==> config.mk <==
export PLATFORM = sky130hd
export DESIGN_NAME = instrq_side_fifo
export DESIGN_NICKNAME = d
export VERILOG_FILES = /design/src/rtl/instrq_pkg.sv /design/src/rtl/iqs_thread_ctrl.sv /design/src/rtl/instrq_side_fifo.sv
export SDC_FILE = /design/constraint.sdc
export NUM_CORES = 1
export LEC_CHECK = 0
export ABC_AREA = 1
export CAP_MARGIN = 10
export CELL_PAD_IN_SITES_DETAIL_PLACEMENT = 1
export CELL_PAD_IN_SITES_GLOBAL_PLACEMENT = 1
export CORE_UTILIZATION = 35
export DETAILED_ROUTE_END_ITERATION = 8
export GPL_TIMING_DRIVEN = 0
export PLACE_DENSITY = 0.76
export SYNTH_ARGS = -nofsm -noshare
export SYNTH_HDL_FRONTEND = slang
export SYNTH_SLANG_ARGS = --single-unit
==> constraint.sdc <==
create_clock -name clk -period 6.45 [get_ports clk]
set_clock_uncertainty 0.15 [all_clocks]
set_input_delay 0.9675 -clock clk [delete_from_list [all_inputs] [get_ports clk]]
set_output_delay 0.9675 -clock clk [all_outputs]
set_load 0.03 [all_outputs]
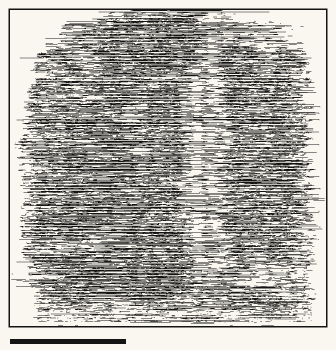
**Above:** met1 routing.
The bar under the picture is 100 um long.
- main direction: horizontal
- longest straight run: 129 um
drt total wl: 173.5 mm
via count: 32470
met1 global-route usage: 0.6000

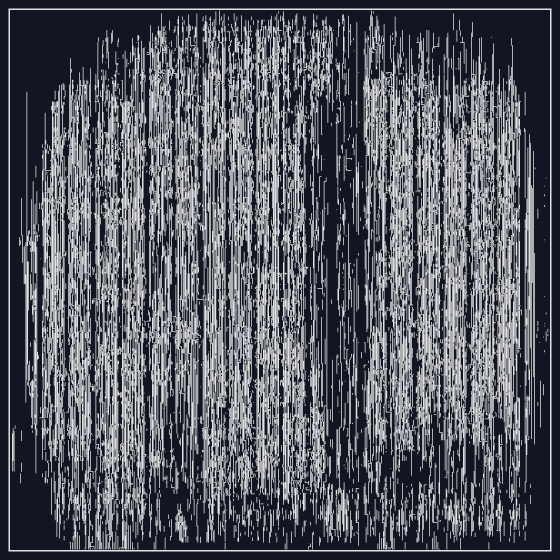
**Above:** metal 2.
- longest straight run: 146 um
- wire length on this layer: 67.8 mm
- main direction: vertical
- share of all routed wire: 39%
- nets with wire on the layer: 3336
met2 GRT Util: 0.6185

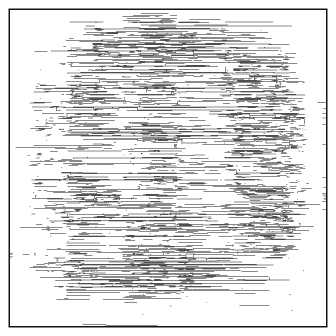
**Above:** the metal 3 layer.
- wire length on this layer: 25.3 mm
- nets with wire on the layer: 873
- share of all routed wire: 15%
M3 GR Usage: 0.1546

==> flow_summary.ini <==
; flow metrics
[power_and_ir_drop]
p_sw_uw = 4757
pg_seq_uw = 2380
p_clk_uw = 1990
ir_worst_vdd_v = 0.0002024

[route]
drt_drc_violations_left = 0
postRouteAntennaNets = 0
top_layer = met5
post_drt_wl_per_cell_um = 35.28
firstDrtPassIters = 8

[critical_path]
crit_path_cell_trace = clkbuf_1, inv_1, clkbuf_1, clkbuf_1, o21ai_0, o22ai_1, nor2_1, o21ai_0, nor2_1, a21oi_1, clkdlybuf4s50_1
cp-start-kind = flip-flop
critPathRequiredTime_ps = 5330
critPathMostFrequentCell = clkbuf_1
crit_arrival_ps = 4750
path_class = flip-flop to output pin

[logic_synthesis]
syn_area_mm2 = 0.02573
synth_stat.cells = 3801
synth_cell_types = 51
edf_count = 256
syn_avg_cell_area_um2 = 6.770
top_cell_area_share = 0.2987
numSynthFlops = 295
ys_sh_aoi = 0.2468
ys_top_logic_family = simple AND/OR/NAND/NOR gates
synth.area.top_cells = edfxtp_1, nand2_1, a21oi_1
ys_sh_simple = 0.3153

[timing]
max_freq_mhz = 170.6
timing.hold.ws_ps = 323.9
min_period_over_period = 0.9090
worst_slew_pin_slew_ps = 1463
slew_violations = 0
period_minus_slack_ps = 5863

[layout]
comb_cells = 3055
final-clk-cell-share = 0.03823
largest_register_ffs = 256
drive_gt1_frac = 0.08426
nClkBuffers = 40
filler_cell_count = 9434
inv_count = 212
layout.cells.non_filler = 4917
insertedDiodeCount = 6
largestClassByArea = multi-input combinational cells
mostFrequentLayoutCell = nand2_1
utilization = 0.3972
layout_top_cells = nand2_1, nor2_1, a21oi_1
seqCellArea_mm2 = 0.008663

[clock_network]
cts_made_buffers = 34
cts.repair.resized = 0
clockBufferDepth = 3
root_buffer = clkbuf_16

[placement]
place_ws_ps = 815.5
place_area_mm2 = 0.02778

[status]
status = finished clean

[flow_run]
drv_cap = 0

[hold_path]
whs_path_depth = 1

[floorplanning]
core_mm2 = 0.07283
die_x_um = 273.2
